## config.mk

```make
export PLATFORM = sky130hd
export DESIGN_NAME = contador_3bits_updown
export DESIGN_NICKNAME = d
export VERILOG_FILES = /design/src/rtl/contador_3bits_updown_pkg.sv /design/src/rtl/contador_3bits_updown_tff.sv /design/src/rtl/contador_3bits_updown.sv
export SDC_FILE = /design/constraint.sdc
export NUM_CORES = 1
export LEC_CHECK = 0
export ABC_AREA = 1
export CORE_AREA = 2 2 39 41
export DETAILED_ROUTE_END_ITERATION = 16
export DIE_AREA = 0 0 41 43
export SLEW_MARGIN = 20
export SYNTH_ARGS = -nofsm -noshare
export SYNTH_HDL_FRONTEND = slang
export SYNTH_SLANG_ARGS = --single-unit
```

## constraint.sdc

```tcl
create_clock -name clk_div -period 2.3 [get_ports clk_div]
set_input_delay 0.23 -clock clk_div [delete_from_list [all_inputs] [get_ports clk_div]]
set_output_delay 0.23 -clock clk_div [all_outputs]
set_load 0.005 [all_outputs]
```

## src/rtl/contador_3bits_updown_pkg.sv

```systemverilog
// Shared types and constants for the 3-bit up/down counter.
package contador_3bits_updown_pkg;

  localparam int CNT_W = 3;

  localparam logic DIR_DOWN = 1'b0;
  localparam logic DIR_UP   = 1'b1;

  typedef logic [CNT_W-1:0] count_t;

  // One-hot decode of a count value, used for the display scan select.
  function automatic logic [7:0] onehot(input count_t c);
    return 8'(1) << c;
  endfunction

endpackage

```

## src/rtl/contador_3bits_updown_tff.sv

```systemverilog
// T flip-flop with synchronous active-high reset to a per-instance value.
module t_flip_flop_sync (
  input  logic clk_div,
  input  logic reset,
  input  logic rst_val,
  input  logic t,
  output logic q
);

  // NOTE: sequential state uses non-blocking assignments so every flop
  // samples pre-edge values, independent of block evaluation order.
  always_ff @(posedge clk_div) begin
    if (reset) begin
      q <= rst_val;
    end else if (t) begin
      q <= ~q;
    end
  end

endmodule

```

## src/rtl/contador_3bits_updown.sv

```systemverilog
// Synchronous 3-bit up/down counter with parallel load and programmable modulus.
// Optional one-hot scan output sel is enabled by defining CONTADOR_ONEHOT_EN.
module contador_3bits_updown
  import contador_3bits_updown_pkg::*;
#(
  parameter int MODULO    = 8,
  parameter int RESET_VAL = 7
) (
  input  logic       clk_div,
  input  logic       reset,
  input  logic       en,
  input  logic       dir,
  input  logic       load,
  input  logic [2:0] d,
  output logic       q0,
  output logic       q1,
  output logic       q2,
  output logic       tc
`ifdef CONTADOR_ONEHOT_EN
  ,
  output logic [7:0] sel
`endif
);

  localparam count_t MAX_CNT = count_t'(MODULO - 1);
  localparam count_t RST_CNT = count_t'(RESET_VAL);

  count_t count;
  count_t toggle;
  count_t next_count;
  count_t load_val;
  count_t wrap_val;
  logic   wrap;

  assign count = {q2, q1, q0};

  // NOTE: every always_comb output gets a default first so no path
  // through the block leaves a signal unassigned (which would infer a latch).
  always_comb begin
    toggle   = '0;
    load_val = (d > MAX_CNT) ? MAX_CNT : d;
    wrap_val = (dir == DIR_UP) ? count_t'(0) : MAX_CNT;
    wrap     = en && ((dir == DIR_UP) ? (count == MAX_CNT) : (count == '0));

    // Load and wrap jump to an arbitrary value, so toggle exactly the bits
    // that differ; a plain step uses the classic carry/borrow chain.
    if (load) begin
      toggle = count ^ load_val;
    end else if (wrap) begin
      toggle = count ^ wrap_val;
    end else if (en) begin
      if (dir == DIR_UP) begin
        toggle = {q1 & q0, q0, 1'b1};
      end else begin
        toggle = {~q1 & ~q0, ~q0, 1'b1};
      end
    end

    next_count = count ^ toggle;
  end

  t_flip_flop_sync u_tff0 (
    .clk_div (clk_div),
    .reset   (reset),
    .rst_val (RST_CNT[0]),
    .t       (toggle[0]),
    .q       (q0)
  );

  t_flip_flop_sync u_tff1 (
    .clk_div (clk_div),
    .reset   (reset),
    .rst_val (RST_CNT[1]),
    .t       (toggle[1]),
    .q       (q1)
  );

  t_flip_flop_sync u_tff2 (
    .clk_div (clk_div),
    .reset   (reset),
    .rst_val (RST_CNT[2]),
    .t       (toggle[2]),
    .q       (q2)
  );

  // tc marks only the cycle in which q shows a wrapped value.
  always_ff @(posedge clk_div) begin
    if (reset) begin
      tc <= 1'b0;
    end else begin
      tc <= wrap && !load;
    end
  end

`ifdef CONTADOR_ONEHOT_EN
  always_ff @(posedge clk_div) begin
    if (reset) begin
      sel <= onehot(RST_CNT);
    end else begin
      sel <= onehot(next_count);
    end
  end
`endif

endmodule

```

### Drive-strength map, run 1

Bar = 10 microns.
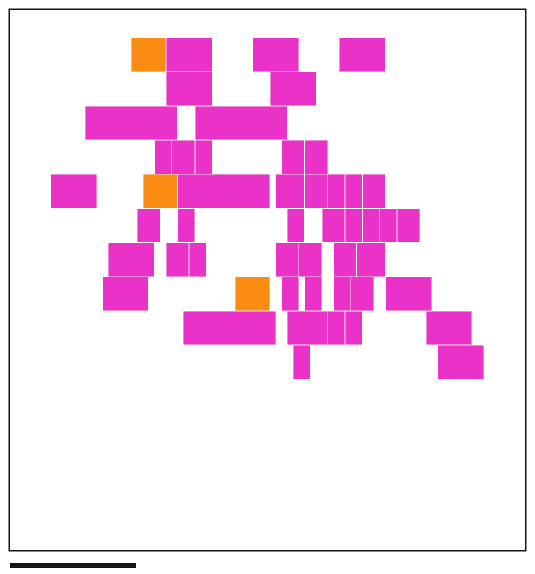
| colour | size | cells |
|---|---|---|
| orange | x3 and x4 | 3 |
| magenta | x1 and smaller | 47 |
Syn-to-layout area delta: 59.5%
Signal buffers: 11
cell area after layout: 379 sq um
Final WS setup: 0.807 ns

### Placement by cell class, run 1

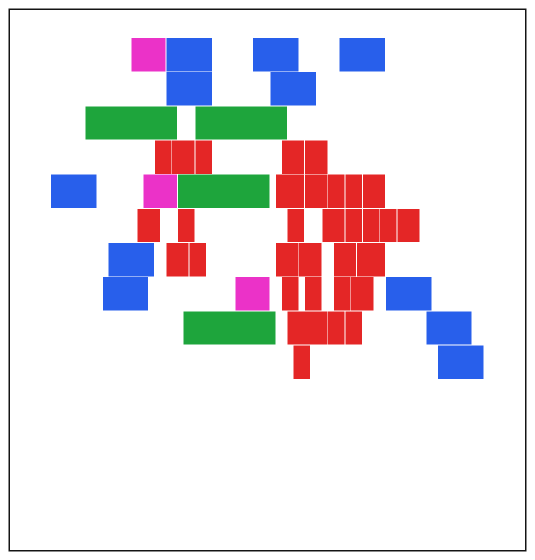
| colour | class | cells |
|---|---|---|
| blue | remaining buffers and delay cells | 11 |
| magenta | clock-net drivers | 3 |
| red | remaining logic cells | 32 |
| green | registers | 4 |

==> flow_summary_export.csv, run 1 <==
group,metric,value,unit
setup_path,cp_num_buf_inv,1,
sta,worst-slew-pin-transition,0.281,ns
power,powerDensity,573,nW/um^2
drt,wl_per_cell,8.59,microns
floorplanning,die_y,43,microns
clocking,hold_buffers,0,
clocking,clkSinkCount,4,
setup_path,r2r_end,"u_tff1.q",
clocking,clock_latency,0.23,ns
power,p_leak,0.000170,uW
clocking,cts_buffer_depth,2,
grt,grt_usage,0.0773,
power,clock_power_share,0.401,
power,sequentialPowerShare,0.376,
layout,final_core_utilization,0.274,
drt,dr.pass1.iters,4,
outcome,status,"completed",
synthesis,post_synth_main_area_contributors,"dfxtp_1 34%, nand2_1 16%, nand3_1 13%",
power,switching_share,0.257,
synthesis,syn_avg_cell_area,6.43,sq um
power,power_frac_comb,0.223,
sta,timing.hold.ws,0.575,ns
placement,place_worst_setup_slack,0.980,ns
placement,placed_cell_area,357,sq um
sta,post-route-min-period,1.49,ns
sta,skew,0.000391,ns
flow_run,tool_warnings,26,
drt,drt_wl_total,567,microns
layout,drive_gt1_frac,0.0600,
### Wires at chosen ports, followed through buffers, run 1

Bar = 10 microns.
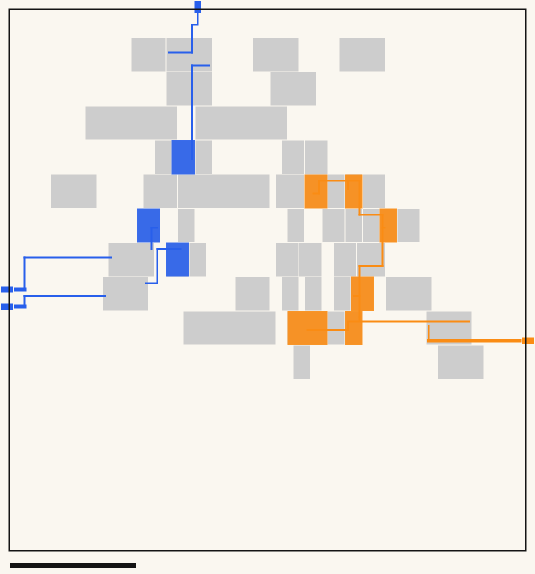
| colour | port | bits | direction | edge | end cells | buffers | wire |
|---|---|---|---|---|---|---|---|
| orange | dir | 1 | input | east | 6 | 1 | 42.9 microns |
| blue | d | 3 | input | 2 west, 1 north | 3 | 3 | 40.1 microns |
count of input and output buffers: 11
number of top-level pins: 12

[run 1: state kept, by name, summed over array words and instances, names as in the netlist]
signal and cells:
u_tff2.q 1, u_tff0.q 1, u_tff1.q 1, tc 1
[run 1: synth_stat cells (all sizes together)]
cell type,instances
inv,4
nand3,6
xnor2,1
nand4,1
o21ai,3
dfxtp,4
nor2,2
a21oi,4
nand2,10
o22ai,1
buf,1
[run 1: worst min-delay path by stage]
| stage | from | to | slack, ns | depth (start not counted) |
|---|---|---|---|---|
| after detailed placement | u_tff2.q | u_tff2.q | 0.58 | 3 |
| final | u_tff2.q | u_tff2.q | 0.57 | 3 |
| after global routing | d[2] | u_tff2.q | 0.59 | 3 |
| after floorplan | reset | tc | 0.30 | 1 |
| after global placement | u_tff2.q | u_tff2.q | 0.57 | 3 |
| after CTS | u_tff2.q | u_tff2.q | 0.59 | 3 |
[run 1: cells by family after synthesis]
| group | share of synthesized area |
|---|---|
| buf+inv | 0.111 |
| compound gates | 0.174 |
| simple gates | 0.342 |
| flops | 0.337 |
| xor+xnor | 0.0368 |
[run 1: power by group through the flow]
stage / logic (uW) / registers, uW / clock network (uW)
final: 48.5 / 81.7 / 87.0
after CTS: 48.9 / 81.6 / 91.5
after global placement: 48.3 / 82.6 / 0
after global routing: 54.5 / 82.6 / 101
after floorplan: 25.2 / 80.2 / 0
after detailed placement: 48.6 / 82.8 / 0
[run 1: area by class of cell]
type	count	share of cell area
Multi-Input combinational cell	28	0.347
Timing Repair Buffer	11	0.290
Sequential cell	4	0.211
Clock buffer	3	0.0594
Tap cell	16	0.0528
Inverter	4	0.0396
[run 1: routing by layer]
layer	track usage	up-vias	wire length, microns
met3	0.0314	0	40
met2	0.100	11	250
met5	0	-	0
met1	0.0965	120	276
met4	0.0600	0	0
li1	-	150	-
### Routed clock nets over the placement, run 1

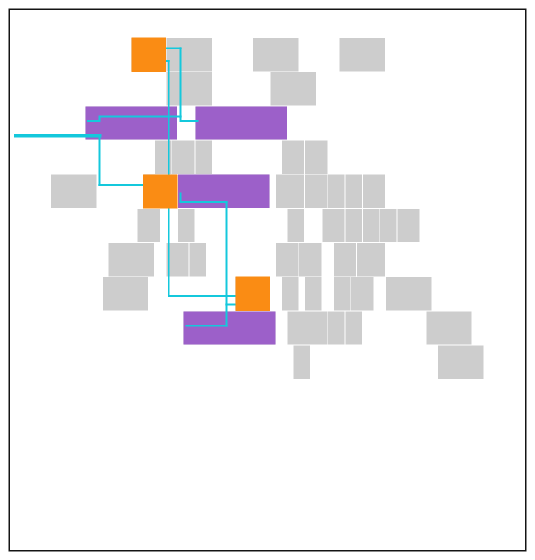

==> inputs of run 2 (changes only) <==
==> constraint.sdc (replaced) <==
create_clock -name clk_div -period 1.2 [get_ports clk_div]
set_input_delay 0.12 -clock clk_div [delete_from_list [all_inputs] [get_ports clk_div]]
set_output_delay 0.12 -clock clk_div [all_outputs]
set_load 0.005 [all_outputs]
### Routed clock nets over the placement, run 2

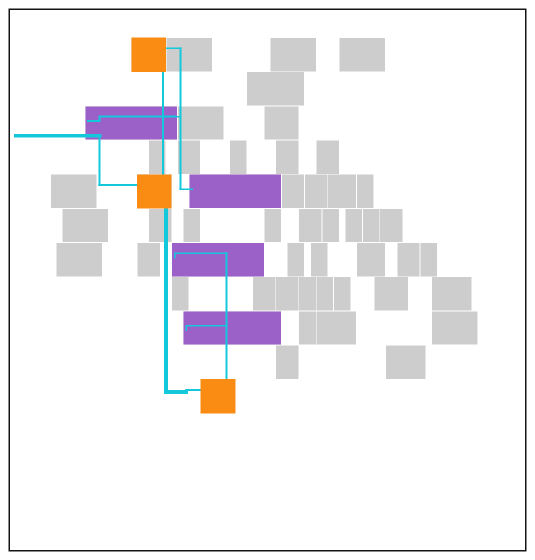
[orange] clock-net drivers | count: 3
[purple] flip-flops | count: 4
[cyan] clock wires | length: 87.0 microns
routed clock nets: 4

### Placement by cell class, run 2

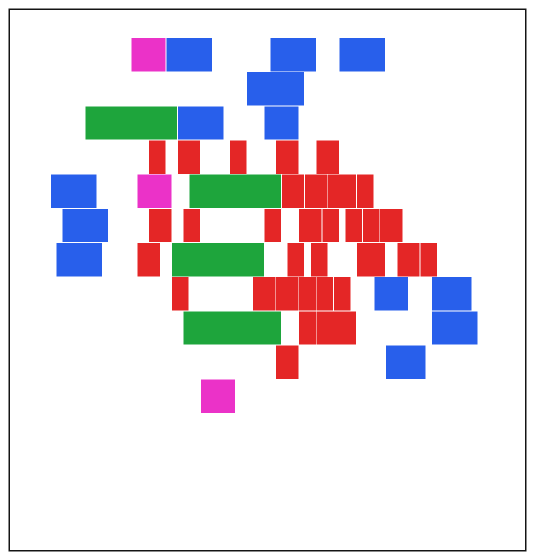
| colour | class | cells |
|---|---|---|
| magenta | clock-net drivers | 3 |
| green | registers | 4 |
| blue | remaining buffers and delay cells | 13 |
| red | remaining logic cells | 32 |
cell area after layout: 395 sq um
register share of the cell area: 0.206
final core utilization: 0.286

==> run 2 against run 1 <==
Net effect: routed wire length grew 10%; synthesized area is the same; first-iteration DRC count up 25%; die area unchanged; register-to-register slack worse by 1.1 ns; non-clock buffer count increased by 2; design area increased by 4.3%; clock power grew 95%; total power rose by 95%; sequential cell count unchanged; largest cell class unchanged; utilization grew 1.2 points; sequential power up 82%.
==> flow_summary_export.csv, run 2 <==
group,metric,value,unit
flow_run,tool_warnings,26,
placement,placed_cell_area,372,sq um
synthesis,common_cells,"10 x nand2_1, 6 x nand3_1, 4 x a21oi_1, 4 x dfxtp_1, 4 x inv_1",
outcome,status,"completed",
synthesis,flop_cell,"dfxtp_1",
synthesis,edf_count,0,
sta,timing.hold.ws,0.480,ns
drt,dr.pass1.iters,5,
placement,place_worst_setup_slack,-0.0181,ns
grt,grt_usage,0.0884,
hold_path,min_from,"d[1]",
layout,drive_gt1_frac,0.115,
drt,routed-wl-met2,271,microns
synthesis,post_synth_main_area_contributors,"dfxtp_1 34%, nand2_1 16%, nand3_1 13%",
setup_path,cp_num_buf_inv,1,
clocking,cts_buffer_depth,2,
drt,wl_met3,51,microns
setup_path,r2r_end,"u_tff1.q",
placement,port_buffers,11,
synthesis,ys_async_sr_fraction,0,
drt,topRoutingLayerUsed,"met4",
floorplanning,die_y,43,microns
-- run 2: cell counts after synthesis --
Identical to the previous run, type by type.
-- run 2: cell families after synthesis --
| family | count (synthesis) | share of synthesized area |
|---|---|---|
| buffers and inverters | 5 | 0.111 |
| AND-OR/OR-AND | 8 | 0.174 |
| flip-flops | 4 | 0.337 |
| AND/OR/NAND/NOR | 19 | 0.342 |
| XOR/XNOR | 1 | 0.0368 |
-- run 2: area by class of cell --
class / instances / area share
Clock buffer: 3 / 0.0570
Multi-Input combinational cell: 28 / 0.332
Tap cell: 16 / 0.0506
Inverter: 4 / 0.0380
Timing Repair Buffer: 13 / 0.316
Sequential cell: 4 / 0.206
-- run 2: how the worst min path moves through the flow --
stage	cells after the start	endpoint	slack, ns
floorplan	1	tc	0.19
global placement	3	u_tff2.q	0.55
detailed placement	3	u_tff2.q	0.58
CTS	3	u_tff1.q	0.47
global route	3	u_tff0.q	0.49
finish	3	u_tff1.q	0.48
-- run 2: timing repair --
item / in CTS / in global routing
endpoints found under the setup margin: 2 / 1
gates resized: 3 / 1
gates cloned: 0 / 0
hold buffers: 0 / 0
-- run 2: metal layers --
layer | vias to the layer above | track usage
li1 | 156 | -
met1 | 117 | 0.113
met2 | 15 | 0.109
met3 | 2 | 0.0314
met4 | 0 | 0.0800
met5 | - | 0
-- run 2: where the power goes --
part | internal (uW) | switching, uW | leakage (uW) | total (uW)
sequential | 143 | 5.50 | 0.0000329 | 149
combinational | 57.0 | 48.5 | 0.000136 | 106
clock | 112 | 58.0 | 0.0000138 | 170
Power is estimated from default activity; no workload was simulated.
